[config.mk]
export PLATFORM = sky130hd
export DESIGN_NAME = uart_rx_unit
export DESIGN_NICKNAME = d
export VERILOG_FILES = /design/src/rtl/uart_pkg.sv /design/src/rtl/rx_fifo.sv /design/src/rtl/uart_rx_unit.sv
export SDC_FILE = /design/constraint.sdc
export NUM_CORES = 1
export LEC_CHECK = 0
export ABC_AREA = 1
export CAP_MARGIN = 20
export CORE_ASPECT_RATIO = 1.5
export CORE_MARGIN = 4
export CORE_UTILIZATION = 53
export CTS_BUF_LIST = sky130_fd_sc_hd__clkbuf_8 sky130_fd_sc_hd__clkbuf_16
export CTS_CLUSTER_DIAMETER = 30
export DETAILED_ROUTE_END_ITERATION = 8
export GPL_ROUTABILITY_DRIVEN = 0
export HOLD_SLACK_MARGIN = 0.08
export PLACE_DENSITY = 0.95
export SLEW_MARGIN = 40
export SYNTH_ARGS = -nofsm -noshare
export SYNTH_HDL_FRONTEND = slang
export SYNTH_SLANG_ARGS = --single-unit
[constraint.sdc]
create_clock -name clk -period 3 [get_ports clk]
set_clock_uncertainty 0.1 [all_clocks]
set_input_delay 0.45 -clock clk [delete_from_list [all_inputs] [get_ports clk]]
set_output_delay 0.45 -clock clk [all_outputs]
set_load 0.05 [all_outputs]
[src/rtl/uart_pkg.sv]
// Shared constants and types for the memory-mapped UART receiver.
package uart_pkg;

  // Word addresses in the peripheral region, compared on all 32 bits.
  localparam logic [31:0] AddrRxd = 32'h4000_001C;
  localparam logic [31:0] AddrCon = 32'h4000_0020;

  // CON register bit positions.
  localparam int unsigned ConValid = 0;
  localparam int unsigned ConFull  = 1;
  localparam int unsigned ConOvr   = 2;
  localparam int unsigned ConFe    = 3;
  localparam int unsigned ConIrqEn = 4;

  typedef enum logic [2:0] {
    StIdle,
    StStart,
    StData,
    StStop,
    StBreak
  } rx_state_e;

endpackage

[src/rtl/rx_fifo.sv]
// Byte FIFO for received characters; a pop lets a push into a full FIFO succeed.
module rx_fifo #(
  parameter int unsigned Depth = 4
) (
  input  logic       clk,
  input  logic       reset,
  input  logic       push,
  input  logic [7:0] push_data,
  input  logic       pop,
  output logic [7:0] head,
  output logic       empty,
  output logic       full,
  output logic       empty_next
);

  localparam int unsigned PtrW = $clog2(Depth);
  localparam int unsigned CntW = PtrW + 1;

  logic [PtrW-1:0] wr_ptr_q, rd_ptr_q;
  logic [CntW-1:0] count_q, count_d;
  logic [7:0]      mem_q [Depth];
  logic            pop_eff, push_eff;

  assign empty    = (count_q == '0);
  assign full     = (count_q == CntW'(Depth));
  // Pop on empty is ignored; push on full only lands when a pop frees a slot.
  assign pop_eff  = pop & ~empty;
  assign push_eff = push & (~full | pop_eff);
  assign head     = mem_q[rd_ptr_q];

  // Occupancy after this edge.
  always_comb begin
    count_d = count_q;
    if (push_eff && !pop_eff) begin
      count_d = count_q + 1'b1;
    end else if (pop_eff && !push_eff) begin
      count_d = count_q - 1'b1;
    end
  end

  assign empty_next = (count_d == '0);

  // Pointer and count state; pointers wrap naturally at the power-of-two depth.
  always_ff @(posedge clk) begin
    if (reset) begin
      wr_ptr_q <= '0;
      rd_ptr_q <= '0;
      count_q  <= '0;
    end else begin
      if (push_eff) wr_ptr_q <= wr_ptr_q + 1'b1;
      if (pop_eff)  rd_ptr_q <= rd_ptr_q + 1'b1;
      count_q <= count_d;
    end
  end

  // Storage array, no reset needed since count gates visibility.
  always_ff @(posedge clk) begin
    if (push_eff) mem_q[wr_ptr_q] <= push_data;
  end

endmodule

[src/rtl/uart_rx_unit.sv]
// 16x oversampling 8N1 UART receiver with FIFO, status register and level irq.
module uart_rx_unit
  import uart_pkg::*;
#(
  parameter int unsigned CLK_HZ     = 50_000_000,
  parameter int unsigned BAUD       = 9600,
  parameter int unsigned FIFO_DEPTH = 4
) (
  input  logic        clk,
  input  logic        reset,
  input  logic        uart_rx,
  input  logic        mem_rd,
  input  logic        mem_wr,
  input  logic [31:0] addr,
  input  logic [31:0] wdata,
  output logic [31:0] rdata,
  output logic        irq
);

  localparam int unsigned Div  = CLK_HZ / (BAUD * 16);
  localparam int unsigned CntW = (Div > 1) ? $clog2(Div) : 1;
  localparam logic [CntW-1:0] DivMax = CntW'(Div - 1);

  rx_state_e       state_q, state_d;
  logic [CntW-1:0] baud_q, baud_d;
  logic [3:0]      tick_cnt_q, tick_cnt_d;
  logic [2:0]      bit_idx_q, bit_idx_d;
  logic [7:0]      shift_q, shift_d;
  logic            sync1_q, sync2_q;
  logic            ovr_q, ovr_d, fe_q, fe_d, irq_en_q, irq_en_d, irq_q;
  logic            tick, push_req, fe_set, ovr_set;
  logic            rd_rxd, rd_con, wr_con;
  logic [7:0]      fifo_head;
  logic            fifo_empty, fifo_full, fifo_empty_next;
  logic            unused_wdata;

  assign unused_wdata = ^{wdata[31:5], wdata[1:0]};

  assign rd_rxd = mem_rd & (addr == AddrRxd);
  assign rd_con = mem_rd & (addr == AddrCon);
  assign wr_con = mem_wr & (addr == AddrCon);
  assign tick   = (baud_q == DivMax);

  // Receive FSM, baud/tick counters and shift register next state.
  always_comb begin
    state_d    = state_q;
    tick_cnt_d = tick_cnt_q;
    bit_idx_d  = bit_idx_q;
    shift_d    = shift_q;
    push_req   = 1'b0;
    fe_set     = 1'b0;
    if (state_q == StIdle || state_q == StBreak || tick) begin
      baud_d = '0;
    end else begin
      baud_d = baud_q + 1'b1;
    end
    if (tick) tick_cnt_d = tick_cnt_q + 1'b1;
    unique case (state_q)
      StIdle: begin
        if (!sync2_q) begin
          state_d    = StStart;
          tick_cnt_d = '0;
        end
      end
      StStart: begin
        // Mid-start-bit check rejects glitches shorter than half a bit.
        if (tick && tick_cnt_q == 4'd7) begin
          tick_cnt_d = '0;
          if (!sync2_q) begin
            state_d   = StData;
            bit_idx_d = '0;
          end else begin
            state_d = StIdle;
          end
        end
      end
      StData: begin
        if (tick && tick_cnt_q == 4'd15) begin
          shift_d = {sync2_q, shift_q[7:1]};
          if (bit_idx_q == 3'd7) begin
            state_d = StStop;
          end else begin
            bit_idx_d = bit_idx_q + 1'b1;
          end
        end
      end
      StStop: begin
        if (tick && tick_cnt_q == 4'd15) begin
          if (sync2_q) begin
            push_req = 1'b1;
            state_d  = StIdle;
          end else begin
            fe_set  = 1'b1;
            state_d = StBreak;
          end
        end
      end
      StBreak: begin
        if (sync2_q) state_d = StIdle;
      end
      default: state_d = StIdle;
    endcase
  end

  // A full FIFO with a same-edge RXD read accepts the byte, so no overrun then.
  assign ovr_set = push_req & fifo_full & ~rd_rxd;

  // Control register updates; a same-cycle set beats a write-1-to-clear.
  always_comb begin
    irq_en_d = irq_en_q;
    ovr_d    = ovr_q;
    fe_d     = fe_q;
    if (wr_con) begin
      irq_en_d = wdata[ConIrqEn];
      if (wdata[ConOvr]) ovr_d = 1'b0;
      if (wdata[ConFe])  fe_d  = 1'b0;
    end
    if (ovr_set) ovr_d = 1'b1;
    if (fe_set)  fe_d  = 1'b1;
  end

  // All sequential state, including the two-flop line synchronizer.
  always_ff @(posedge clk) begin
    if (reset) begin
      state_q    <= StIdle;
      baud_q     <= '0;
      tick_cnt_q <= '0;
      bit_idx_q  <= '0;
      shift_q    <= '0;
      sync1_q    <= 1'b1;
      sync2_q    <= 1'b1;
      ovr_q      <= 1'b0;
      fe_q       <= 1'b0;
      irq_en_q   <= 1'b0;
      irq_q      <= 1'b0;
    end else begin
      state_q    <= state_d;
      baud_q     <= baud_d;
      tick_cnt_q <= tick_cnt_d;
      bit_idx_q  <= bit_idx_d;
      shift_q    <= shift_d;
      sync1_q    <= uart_rx;
      sync2_q    <= sync1_q;
      ovr_q      <= ovr_d;
      fe_q       <= fe_d;
      irq_en_q   <= irq_en_d;
      irq_q      <= irq_en_d & ~fifo_empty_next;
    end
  end

  assign irq = irq_q;

  // Combinational read mux; RXD on an empty FIFO reads zero.
  always_comb begin
    rdata = '0;
    if (rd_rxd && !fifo_empty) begin
      rdata = {24'b0, fifo_head};
    end else if (rd_con) begin
      rdata[ConValid] = ~fifo_empty;
      rdata[ConFull]  = fifo_full;
      rdata[ConOvr]   = ovr_q;
      rdata[ConFe]    = fe_q;
      rdata[ConIrqEn] = irq_en_q;
    end
  end

  rx_fifo #(
    .Depth(FIFO_DEPTH)
  ) u_rx_fifo (
    .clk       (clk),
    .reset     (reset),
    .push      (push_req),
    .push_data (shift_q),
    .pop       (rd_rxd),
    .head      (fifo_head),
    .empty     (fifo_empty),
    .full      (fifo_full),
    .empty_next(fifo_empty_next)
  );

endmodule

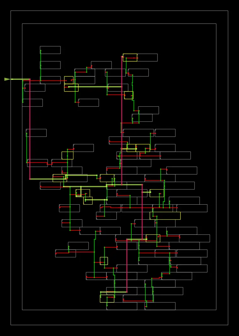
*Clock wiring as the flow saved it, run 1*
FF+latch count: 74
number of clock buffers in the layout: 9

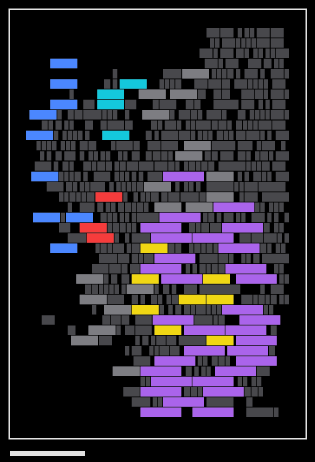
*Sequential cells grouped by signal name, run 1*
Scale bar: 20 um. Other sequential cells in the stronger gray, the rest of the logic in the fainter gray.
name in the netlist	color	flops
`baud_q`	blue	9
`tick_cnt_q`	cyan	4
`state_q`	red	3
`shift_q`	yellow	8
`u_rx_fifo.mem_q`	purple	32
not colored	18

==> out/notes.md, run 1 <==
The flow ran to the end, and the final reports show no timing, DRC or antenna violations. According to the timing report, the arrival time at the worst endpoint equals 2280 ps. met3 track demand over resource after global routing is 4.82%. The number of top-level pins is 102. According to the tapcell log, the count of inserted taps is 100.

The average cell area after synthesis was 8.11 sq um; the final number of hold-violating endpoints was 0. According to the dpl log, the detail-placed design has an HPWL of 6940 um. Yosys reports a chip area of 0.00393 sq mm. In this run, the clock network consumes 39.0% of the power. The root buffer cell chosen for the clock tree is clkbuf_8. The clock slew at the register clock pins of the worst setup and hold paths came out at 80 ps.

The run gives 1.05 mW as the power drawn by the sequential cells. For reference, the final report shows the max-slew violation count at 0. In the final layout, flip-flops and latches occupy 0.00180 sq mm. The run gives 113 um for the vertical die dimension.

Combinational cells consume a total of 207 uW. The worst setup path is launched from a primary input. Sequential cells account for 51.0% of the total power. The number of fill cells in the layout came out at 549. The worst path uses 94.2% of the clock period. The origin of the worst min-delay path is sync1_q. The layout summary lists the proportion of cells stronger than drive strength 1 as 14.3%. The placement report lists the number of port buffers as 48. The largest part of the power goes to sequential cells.

Per the TritonCTS log, the buffer count is 9. Along the critical path, the tally of buffer and inverter instances is 3. The smallest clock period supported by the final layout is computed as 2830 ps. The die covers 0.00889 sq mm.

The sequential-to-total area share from yosys stat was 45.8%. Across all setup checks in the final design, the least slack found is 175 ps. The DRC violation count after routing is 0. Post-CTS timing repair inserted 0 buffers for setup.

Dividing the detail-routed wire length by the instance count gives 14.0 um. Of the post-synthesis cell area, the dominant cell type holds 24.4%. The routed length on met1 is 3190 um, and the total of plain and repair buffers excluding clock buffers is 55.

The worst VDD IR drop from the latest analysis is 376 uV. The critical path capture point type was an output port. The routed design shows a via density per instance of 5.14. The overall power after layout came out at 2.07 mW. The core occupancy in the finished layout is 65.7%.
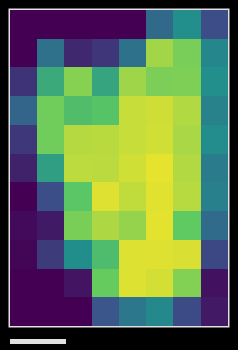
*Cell area per tile, run 1*
Scale bar: 20 um. The die is cut into 8 by 11 equal tiles; dark purple is low, yellow is high, 0 to 100% covered.
emptiest ninth of the die	bottom left
tiles over 75% full	42%
mean over tiles	52%
fullest tile	96%
densest ninth of the die	middle
nearly empty tiles	15%

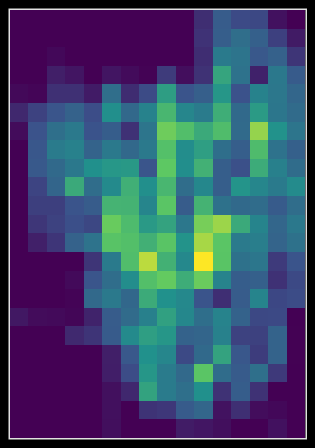
*Signal metal coverage by tile, run 1*
The die is cut into 16 by 23 equal tiles; dark purple is low, yellow is high, scaled to the fullest tile. Values are wire area over tile area, all layers added.
densest ninth of the die	middle
emptiest ninth of the die	bottom left
tiles over half the peak	16%

==> inputs of run 2 (changes only) <==
- ABC_CLOCK_PERIOD_IN_PS: unset -> 3000
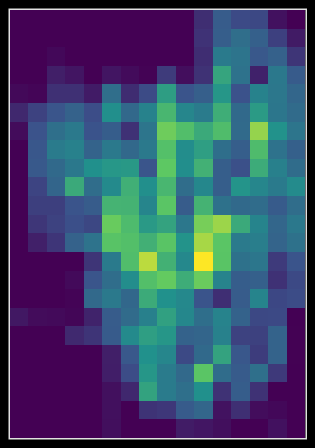
*Signal metal coverage by tile, run 2*
The die is cut into 16 by 23 equal tiles; dark purple is low, yellow is high, scaled to the fullest tile. Values are wire area over tile area, all layers added.
nearly empty tiles	26%
fullest tile	0.63
emptiest ninth of the die	bottom left
mean over tiles	0.17

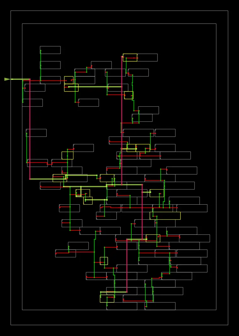
*Clock wiring as the flow saved it, run 2*
number of buffers added by the clock tree synthesis step: 9
total clock sinks: 74
Clock Latency Late Sink: 350 ps
Clock net power: 806 uW

==> out/notes.md, run 2 <==
In this run the layout overhead on the synthesized area is reported as 20.7%. According to the floorplan report, the total die area is 0.00889 sq mm. Multi-input logic gates represent a cell area share of 36.0%. Routing resource usage on met3 recorded by global route was 4.82%. The run gives 45.8% for the sequential-to-total area share from yosys stat. The synthesis report gives the async set-or-reset register share as 0%. The post-CTS repair timing setup buffer count was 0. Total of plain and repair buffers excluding clock buffers: 55.

Among the non-sequential cells, simple AND/OR/NAND/NOR gates take the most area. Looking at the VDD voltage map, the peak drop is 376 uV. Per the synthesis report, the adder-cell share of the synthesized area is 3.82%.

The tools report the met2 track demand over resource as 40.1%. The group drawing the most power is sequential cells. Clock-pin slew was measured on the worst setup and hold paths at 80 ps. Per the final report, max-transition violations number 0. The count of buffers inserted at the top-level ports came out at 48.

For the flop count, the log shows 74. The share of synthesized area in the top cell type comes to 24.4%. The run gives 9 as the number of clock buffer instances in the layout. The average cell area after synthesis was 8.11 sq um; the data arrival time of the critical path was 2280 ps.

The power drawn by the sequential cells is 1.05 mW. Note, the detailed placer reported a final HPWL of 6940 um. After filler insertion, the fill cell instance count of the layout stands at 549.

The detail route stage leaves a number of antenna-violating nets equal to 0. Ratio of routed vias to standard cells: 5.14. The core occupancy in the finished layout was 65.7%; the overall power after layout was 2.07 mW. The kind of start point of the critical path was a primary input.

Final number of hold-violating endpoints: 0. The buffering stage count on the worst path with inverters included is 3. The worst setup timing slack at the placement stage came out at 77.0 ps. Registers take 0.00180 sq mm.

After synthesis the cells add up to 0.00393 sq mm. TritonCTS built the clock tree. Entering global routing, the biggest net connects 17 pins. The final critical path time including I/O delays and setup is 2830 ps. The routed wirelength normalized by instance count came out at 14.0 um.

The critical path capture point type is an output port. After detailed routing, the number of remaining DRC violations is 0. The number of different library cells used by synthesis comes to 42.

With the area share of and-or/or-and cells after synthesis at 10.1%, the sequential group share of total power is 51.0%. Routed length on met1: 3190 um. The tree is rooted in a clkbuf_8. According to the I/O placement log, the pin count is 102. The vertical die dimension reported for this design is 113 um. The flow ran to the end, and the final reports show no timing, DRC or antenna violations. The largest registers in the layout are u_rx_fifo.mem_q (32), baud_q (9), shift_q (8). After layout, the worst setup slack is 175 ps. Of the total power, the clock network draws 39.0%.

For the number of well taps, the log shows 100. The layout summary lists the proportion of cells stronger than drive strength 1 as 14.3%. According to the Yosys statistics, the synthesized design has a chip area of 0.00393 sq mm.
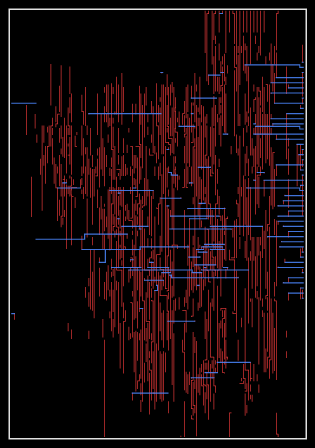
*Metal layers overlaid, run 2*
Only two layers are drawn.
layer	color	wire length
metal 3	blue	578 um
metal 2	red	4980 um

### Cell area per tile, run 2

Scale bar: 20 um. The die is cut into 8 by 11 equal tiles; dark purple is low, yellow is high, 0 to 100% covered.
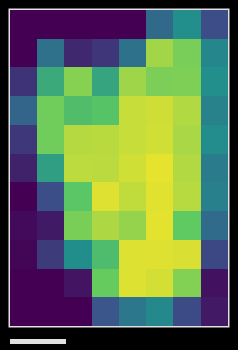

==> inputs of run 3 (changes only) <==
- CORE_ASPECT_RATIO: 1.5 -> unset
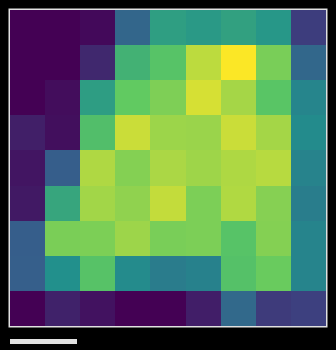
*Cell area per tile, run 3*
Scale bar: 20 um. The die is cut into 9 by 9 equal tiles; dark purple is low, yellow is high, 0 to 100% covered.
emptiest ninth of the die	top left
tiles over 75% full	38%
mean over tiles	52%

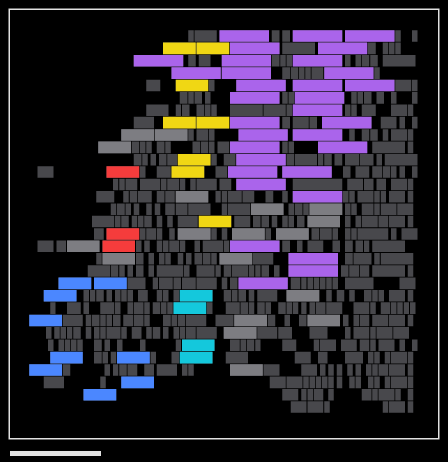
*Sequential cells grouped by signal name, run 3*
Scale bar: 20 um. Other sequential cells in the stronger gray, the rest of the logic in the fainter gray.
sequential fraction of total cell area: 38.0%
core occupancy in the finished layout: 65.8%

==> out/notes.md, run 3 <==
Post-CTS repair ended up resizing 0 cells. Of the synthesized area, sequential elements account for 45.8%. Clock buffers in the final layout number 9.

The fraction of registers with async set/reset is 0%. The number of sequential cells reported for the layout is 74. TritonCTS built the clock tree. Per the area breakdown, the dominant cell category is registers. Path category of the worst min-delay check: register to register.

The synthesized design devotes to its leading area cell type 24.4% of total area. In the final layout, multi-input gates take up 36.0% of the cell area. The timing report notes that buffer and inverter cells on the critical path total 2.

Once the clock tree was built, the setup fixing pass inserted 0 buffers. Per the CTS log, the maximum H-tree level is 3. The group that draws the most power in this run is sequential cells. Post-synthesis share of cell area spent on full adders, half adders and majority gates: 3.82%. The overall power after layout is 2.07 mW. The flow ran to the end, and the final reports show no timing, DRC or antenna violations.

The kind of critical path was primary input to output port. Max fanout on the critical path was recorded as 10. Per the post-CTS timing run, clock transition at the registers of the reported paths is 70 ps.

The mapped netlist covers 0.00393 sq mm. The smallest setup slack after layout is 142 ps, and the TritonCTS sink count is 74. The synthesized netlist has a Yosys-reported chip area of 0.00393 sq mm. From left edge to right edge, the die measures 94.1 um. The run gives 55 for the total of plain and repair buffers excluding clock buffers.

The count of antenna-violating nets left after detailed routing was 0; the data arrival time of the critical path was 2310 ps. The worst-case IR drop observed on VDD is 297 uV. Critical path capture point type: an output port.

The run gives 1 for the worst hold path cell count. The flow reports power dissipated in sequential cells as 1.05 mW. After clock tree synthesis, the flow added hold-fix buffers numbering 0. Per the final report, max-transition violations number 0. Per the TritonCTS log, the buffer count is 9. With the clock group share of total power at 39.2%, the met3 usage is 4.97%. In the Yosys stats the netlist draws on 42 distinct library cells.

Logged for this run, the post-placement worst setup slack is 138 ps. Setup repair after global routing left no endpoint under its margin. The run gives 770 ps as the minimum setup slack among reg-to-reg paths. The number of fill cells in the layout is 557. Detailed placement finished with a half-perimeter wire length of 6420 um. In the final layout, flip-flops and latches occupy 0.00180 sq mm. After Yosys synthesis, and, or, nand and nor cells account for 26.1% of the synthesized area. The run gives 94.1 um for the vertical die dimension. The clock latency on the worst-skew pair was 350 ps; the routed length on met1 was 3330 um. The run gives 38.0% for the met2 track demand over resource. The run gives 0.00886 sq mm for the floorplan die area. STA lists the startpoint of the worst hold path as sync1_q.

The ratio of routed vias to standard cells was 5.14. The power drawn by the combinational cells was 205 uW. Kind of start point of the critical path: a primary input. Per the OpenROAD power report, switching power amounts to 551 uW. Termination of the worst setup path: rdata[4]. Clock tree buffers and inverters occupy 4.38% of the routed design's cell area. The cell sequence reported for the critical path is clkdlybuf4s50_1, nor2_1, and2_1, nand2_2, nor2_4, nand3_4, a221o_1, o21ai_0, buf_12.

For the finished layout, the period the worst path requires is 2860 ps. The tools report the clock distribution power as 810 uW. Among the non-sequential cells, simple AND/OR/NAND/NOR gates take the most area.

Dividing the synthesized area by the synthesized cell count gives 8.11 sq um. For this run, design rule violations remaining after detail routing come to 0. The global routing stage identified its most utilized layer as met2.

Tap insertion was completed with 99 tapcells. TritonRoute output was used to compute an average wire per cell of 13.7 um. The tree is rooted in a clkbuf_8.

The fraction of final layout cells sized beyond drive strength 1 is 14.3%, and the final total negative setup slack is 0 ps. The report puts the cell count of the worst reg-to-reg path at 11. The largest registers in the layout are u_rx_fifo.mem_q (32), baud_q (9), shift_q (8).

In this design, the stage delay of the slowest critical-path cell is 390 ps. The run gives 17 as the largest net degree at the start of global routing. The final critical-path share of the clock period is 95.3%. The share of total power dissipated in sequential elements is 50.9%. Measured against the total synthesized area, the mux share comes to 0%. Per the synthesis report, the AND-OR/OR-AND share of the synthesized area is 10.1%. The final timing report lists a hold violation count of 0. The run gives 102 for the number of top-level pins.

Per the placement log, port buffering inserted 48 buffers. Compared with the post-synthesis result, the final layout area differs by 20.7%.
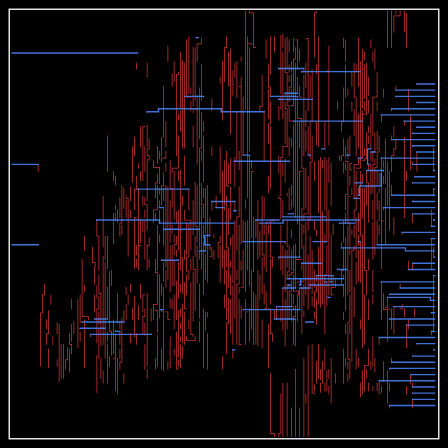
*Metal layers overlaid, run 3*
Only two layers are drawn.
layer	color	wire length
metal 3	blue	714 um
metal 2	red	4550 um

Power is estimated from default activity; no workload was simulated.
